### Where the registers sit

Bar = 20 um. Other sequential cells in the stronger gray, the rest of the logic in the fainter gray.
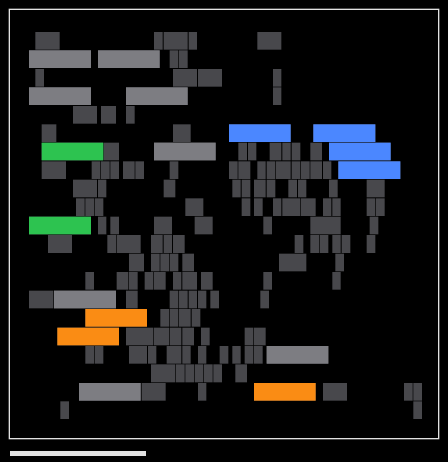
### Cell area per tile

6 x 6 tiles, from black (low) to pale yellow (high), 0 to 100% covered.
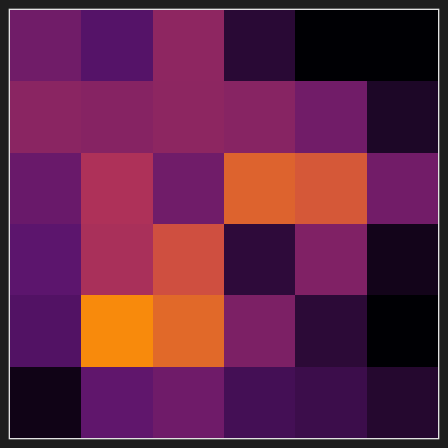
### Signal wires by layer

Bar = 20 um. Two of the layers only.
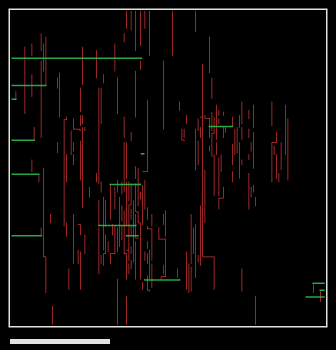
### Congestion heat map

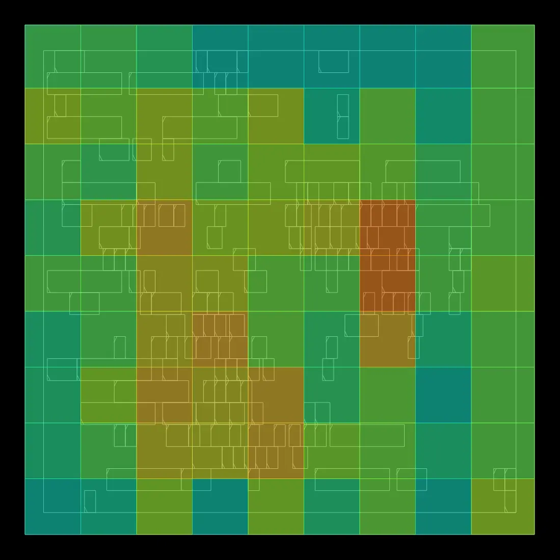
File: src/rtl/lanectrl_pause_pkg.sv
// Shared types for the lane-controller pause initiator: FSM states and UPDATE_TYPE codes.
package lanectrl_pause_pkg;

    typedef enum logic [2:0] {
        StIdle,
        StPre,
        StStrobe,
        StPost,
        StGuard,
        StAck,
        StWaitRel
    } state_e;

    localparam logic [1:0] UPD_INC  = 2'b00;
    localparam logic [1:0] UPD_DEC  = 2'b01;
    localparam logic [1:0] UPD_SLIP = 2'b10;
    localparam logic [1:0] UPD_LOAD = 2'b11;

endpackage

File: src/rtl/lanectrl_pause_dcnt.sv
// Loadable down-counter with enable; holds at zero and flags it.
module lanectrl_pause_dcnt #(
    parameter int unsigned CNT_W = 4
) (
    input  logic             CLK,
    input  logic             RESET,
    input  logic             load,
    input  logic [CNT_W-1:0] load_val,
    input  logic             en,
    output logic             zero
);

    logic [CNT_W-1:0] cnt_q;

    always_ff @(posedge CLK or posedge RESET) begin
        if (RESET) begin
            cnt_q <= '0;
        end else if (load) begin
            cnt_q <= load_val;
        end else if (en && (cnt_q != '0)) begin
            cnt_q <= cnt_q - 1'b1;
        end
    end

    assign zero = (cnt_q == '0);

endmodule

File: src/rtl/lanectrl_pause_initiator.sv
// Brackets each bit-align update with HS_IO_CLK_PAUSE, a single strobe and guard cycles.
// Optional OP_COUNT counter enabled by LANECTRL_PAUSE_INIT_OPCNT_EN.
module lanectrl_pause_initiator
    import lanectrl_pause_pkg::*;
#(
    parameter int unsigned PAUSE_PRE_CYCLES  = 2,
    parameter int unsigned PAUSE_POST_CYCLES = 2,
    parameter int unsigned GUARD_CYCLES      = 4,
    parameter int unsigned CNT_W             = 4
) (
    input  logic       CLK,
    input  logic       RESET,
    input  logic       REQ,
    input  logic [1:0] UPDATE_TYPE,
    output logic       ACK,
    output logic       BUSY,
    output logic       HS_IO_CLK_PAUSE,
    output logic       DELAY_MOVE,
    output logic       DELAY_DIR,
    output logic       BIT_SLIP,
    output logic       DELAY_LOAD,
    output logic       ERR_REQ_DROP,
    output logic [7:0] OP_COUNT
);

    localparam logic [CNT_W-1:0] PRE_LD   = CNT_W'(PAUSE_PRE_CYCLES - 1);
    localparam logic [CNT_W-1:0] POST_LD  = CNT_W'(PAUSE_POST_CYCLES - 1);
    localparam logic [CNT_W-1:0] GUARD_LD = CNT_W'((GUARD_CYCLES == 0) ? 0 : GUARD_CYCLES - 1);

    state_e           state_q, state_d;
    logic [1:0]       type_q, type_d;
    logic             err_q, err_d;
    logic             cnt_load, cnt_en, cnt_zero;
    logic [CNT_W-1:0] cnt_val;
    logic             strobe_d;

    lanectrl_pause_dcnt #(
        .CNT_W(CNT_W)
    ) u_dcnt (
        .CLK     (CLK),
        .RESET   (RESET),
        .load    (cnt_load),
        .load_val(cnt_val),
        .en      (cnt_en),
        .zero    (cnt_zero)
    );

    always_comb begin
        state_d  = state_q;
        type_d   = type_q;
        err_d    = err_q;
        cnt_load = 1'b0;
        cnt_val  = PRE_LD;
        cnt_en   = 1'b0;
        case (state_q)
            StIdle: begin
                if (REQ) begin
                    state_d  = StPre;
                    type_d   = UPDATE_TYPE;
                    err_d    = 1'b0;
                    cnt_load = 1'b1;
                    cnt_val  = PRE_LD;
                end
            end
            StPre: begin
                cnt_en = 1'b1;
                if (cnt_zero) state_d = StStrobe;
            end
            StStrobe: begin
                state_d  = StPost;
                cnt_load = 1'b1;
                cnt_val  = POST_LD;
            end
            StPost: begin
                cnt_en = 1'b1;
                if (cnt_zero) begin
                    if (GUARD_CYCLES == 0) begin
                        state_d = StAck;
                    end else begin
                        state_d  = StGuard;
                        cnt_load = 1'b1;
                        cnt_val  = GUARD_LD;
                    end
                end
            end
            StGuard: begin
                cnt_en = 1'b1;
                if (cnt_zero) state_d = StAck;
            end
            StAck:     state_d = StWaitRel;
            StWaitRel: if (!REQ) state_d = StIdle;
            default:   state_d = StIdle;
        endcase
        // The sequence never aborts on a dropped request; it only records the protocol error.
        if ((state_q inside {StPre, StStrobe, StPost, StGuard}) && !REQ) err_d = 1'b1;
    end

    assign strobe_d = (state_d == StStrobe);

    always_ff @(posedge CLK or posedge RESET) begin
        if (RESET) begin
            state_q         <= StIdle;
            type_q          <= UPD_INC;
            err_q           <= 1'b0;
            ACK             <= 1'b0;
            BUSY            <= 1'b0;
            HS_IO_CLK_PAUSE <= 1'b0;
            DELAY_MOVE      <= 1'b0;
            DELAY_DIR       <= 1'b0;
            BIT_SLIP        <= 1'b0;
            DELAY_LOAD      <= 1'b0;
        end else begin
            state_q         <= state_d;
            type_q          <= type_d;
            err_q           <= err_d;
            ACK             <= (state_d == StAck);
            BUSY            <= (state_d != StIdle);
            HS_IO_CLK_PAUSE <= (state_d inside {StPre, StStrobe, StPost});
            DELAY_MOVE      <= strobe_d && ((type_d == UPD_INC) || (type_d == UPD_DEC));
            DELAY_DIR       <= strobe_d && (type_d == UPD_INC);
            BIT_SLIP        <= strobe_d && (type_d == UPD_SLIP);
            DELAY_LOAD      <= strobe_d && (type_d == UPD_LOAD);
        end
    end

    assign ERR_REQ_DROP = err_q;

`ifdef LANECTRL_PAUSE_INIT_OPCNT_EN
    logic [7:0] op_cnt_q;

    always_ff @(posedge CLK or posedge RESET) begin
        if (RESET) begin
            op_cnt_q <= 8'd0;
        end else if ((state_d == StAck) && (op_cnt_q != 8'hFF)) begin
            op_cnt_q <= op_cnt_q + 8'd1;
        end
    end

    assign OP_COUNT = op_cnt_q;
`else
    assign OP_COUNT = 8'd0;
`endif

endmodule
File: config.mk
export PLATFORM = sky130hd
export DESIGN_NAME = lanectrl_pause_initiator
export DESIGN_NICKNAME = d
export VERILOG_FILES = /design/src/rtl/lanectrl_pause_pkg.sv /design/src/rtl/lanectrl_pause_dcnt.sv /design/src/rtl/lanectrl_pause_initiator.sv
export SDC_FILE = /design/constraint.sdc
export NUM_CORES = 1
export LEC_CHECK = 0
export ABC_AREA = 1
export CAP_MARGIN = 5
export CORE_MARGIN = 2
export CORE_UTILIZATION = 30
export CTS_CLUSTER_DIAMETER = 40
export CTS_CLUSTER_SIZE = 28
export DETAILED_ROUTE_END_ITERATION = 7
export GPL_ROUTABILITY_DRIVEN = 0
export PLACE_DENSITY_LB_ADDON = 0.1
export RECOVER_POWER = 50
export SLEW_MARGIN = 15
export SYNTH_ARGS = -nofsm -noshare
export SYNTH_HDL_FRONTEND = slang
export SYNTH_HIERARCHICAL = 1
export SYNTH_SLANG_ARGS = --single-unit
File: constraint.sdc
create_clock -name CLK -period 2.4 [get_ports CLK]
set_input_delay 0.6 -clock CLK [delete_from_list [all_inputs] [get_ports CLK]]
set_output_delay 0.6 -clock CLK [all_outputs]
set_load 0.01 [all_outputs]
==> results.sh <==
# source this file to load flow results
export IMPL_status="complete, no violations"
export IMPL_r2r_end="u_dcnt/cnt_q[3]"
export IMPL_crit_path_top_delay_cell="dlygate4sd3_1"
export IMPL_n_antenna_cell=0
export IMPL_drt_wl_total_um=1984
export IMPL_finalPower_mw=1.455
export IMPL_common_cells="nand2_1 (48), inv_1 (20), dfrtp_1 (17)"
export IMPL_dieArea_um2=3970
export IMPL_lay_top_count="nand2_1"
export IMPL_ys_flop_type="dfrtp_1"
export IMPL_synth_top_cell_by_area="dfrtp_1"
export IMPL_worstSetupPathType="input pin to flip-flop"
export IMPL_dpl_cell_count=203
export IMPL_fin_hold_ws_ns=0.5076
export IMPL_post_place_ws_ns=0.3598
export IMPL_coreArea_um2=3337
export IMPL_syn_area_um2=1045
export IMPL_finalCriticalPeriod_ns=1.968
export IMPL_crit_buf_inv=4
export IMPL_hp_class="flip-flop to flip-flop"
export IMPL_cts_resized=0
export IMPL_route_met3_wl_um=82
export IMPL_grt_pass1_vias=901
export IMPL_synthArstFlopShare_pct=100.0
export IMPL_synth_top_area_share_pct=40.72
export IMPL_crit_path_start="REQ"
export IMPL_swShare_pct=47.07
export IMPL_firstDrtPassIters=4
export IMPL_critPathCapture="u_dcnt/cnt_q[3]"
export IMPL_drc_errors=0
export IMPL_critPathTopFamily="buffers and inverters"
export IMPL_synth_top_cell_by_count="nand2_1"
export IMPL_power_leader="combinational cells"
export IMPL_ys_seq_share_pct=40.72
export IMPL_power_leakage_nw=0.6808
export IMPL_hold_depth=2
export IMPL_viasPerCell=4.285
export IMPL_synth_flops=17
export IMPL_drive_gt1_share_pct=10.56
export IMPL_grt_setup_unrepaired="false"
export IMPL_initCoreUtil_pct=31.31
export IMPL_fmax_ghz=0.5080
export IMPL_required_ns=2.63
export IMPL_cts_root_buf="clkbuf_4"
export IMPL_crit_path_end_kind="flip-flop"
export IMPL_cp_start_kind="input pin"
export IMPL_finalInstanceArea_um2=1207
export IMPL_reg2regPathDepth=14
export IMPL_cap_violations=0
export IMPL_ctsHoldBuffers=0
export IMPL_cts_tree="yes"
export IMPL_clk_pin_slew_worst_paths_ns=0.10
export IMPL_r2r_slack_ns=0.45
export IMPL_place_area_um2=1199
export IMPL_cp_num_cells=9
export IMPL_avgSynthCellArea_um2=7.255
export IMPL_synth_cells=144
export IMPL_drv_slew=0
export IMPL_clk_latency_ns=0.29
export IMPL_post_route_period_util_pct=82.02
export IMPL_numPortBuffers=12
export IMPL_ir_drop_mv=0.4381
export IMPL_cp_cell_sequence="dlygate4sd3_1, nand3_1, o21ai_0, buf_4, inv_2, nand3b_1, nand2_1, clkinv_1, nand2_1"
export IMPL_min_from="ERR_REQ_DROP"
export IMPL_hold_path_endpoint="ERR_REQ_DROP"
export IMPL_grt_max_degree=14
export IMPL_ys_cells=144
export IMPL_top_regs="u_dcnt/cnt_q: 4 flops, state_q: 3 flops, type_q: 2 flops"
export IMPL_top_register="u_dcnt/cnt_q"
export IMPL_skew_ns=0.007666
export IMPL_hold_viol_final=0
export IMPL_cts_buffer_depth=2
export IMPL_antenna_found_initial=0
export IMPL_grt_busiest_layer="met2"
export IMPL_p_switching_mw=0.6850
export IMPL_grt_pass1_wl_um=3760
export IMPL_cp_slowest_stage_delay_ns=0.61
export IMPL_final_cells=207
export IMPL_die_w_um=63.01
export IMPL_enable_flop_cells=0
export IMPL_topRoutingLayerUsed="met4"
export IMPL_pwr_share_seq_pct=33.8
export IMPL_fin_ws_ns=0.4316
export IMPL_tool_warnings=26
export IMPL_dp_hpwl_um=1536
export IMPL_area_delta_synth_final_pct=15.57
export IMPL_yosys_stat_area_um2=1045
export IMPL_comb_power_mw=0.808
export IMPL_die_h_um=63.01
export IMPL_cp_arrival_ns=2.20
export IMPL_yosysWarningCount=6
export IMPL_htreeDepth=1
export IMPL_io_pin_count=21
export IMPL_met1Wirelength_um=878
export IMPL_p_per_area_nw_per_um2=1205
export IMPL_power_report_internal_total_mw=0.7701
export IMPL_max_slew_margin_rel_pct=65.25
export IMPL_layout_top_cells="nand2_1 (49), inv_1 (20), dfrtp_1 (17)"
export IMPL_grt_ovfl_total=0
export IMPL_route_met2_wl_um=1004
export IMPL_pwr_group_clock_mw=0.155
export IMPL_reg2reg_from="u_dcnt/cnt_q[0]"
export IMPL_tightest_slew_ns=0.5207
export IMPL_pwr_share_comb_pct=55.5
export IMPL_nets=168
export IMPL_largest_register_ffs=4
export IMPL_drtIter0Drc=44
About 'Where the registers sit':
legend:
  orange:
    signal: state_q
    flops: 3
  green:
    signal: type_q
    flops: 2
  blue:
    signal: u_dcnt/cnt_q
    flops: 4

About 'Cell area per tile':
densest ninth of the die: center
nearly empty tiles: 8.3%
mean over tiles: 29%
fullest tile: 74%

About 'Signal wires by layer':
legend:
  green:
    layer: met3
    wire_length: 82.3 um
  red:
    layer: met2
    wire_length: 1,000 um

About 'Congestion heat map':
GRT Overall Usage: 11.76%
Wirelength per Cell: 9.585 um
met3 Usage GRT: 1.802%
met2 Usage GRT: 21.01%

-- cell families (layout without fill, tap and decap cells) --
| group | Yosys count | after routing | synth area share [%] |
|---|---|---|---|
| DFF | 17 | 17 | 40.72 |
| AOI/OAI and AO/OA | 9 | 9 | 4.910 |
| adders and majority gates | 1 | 1 | 1.197 |
| and+or+nand+nor | 82 | 82 | 37.36 |
| buffers and inverters | 33 | 41 | 15.09 |
| other | 2 | 11 | 0.7188 |
-- layout make-up --
| type | instances | area [um^2] |
|---|---|---|
| Clock buffer | 3 | 22.52 |
| Clock inverter | 1 | 5.005 |
| Fill cell | 369 | 2130 |
| Inverter | 24 | 92.59 |
| Multi-Input combinational cell | 103 | 476.7 |
| Sequential cell | 17 | 425.4 |
| Tap cell | 46 | 57.56 |
| Timing Repair Buffer | 13 | 127.6 |
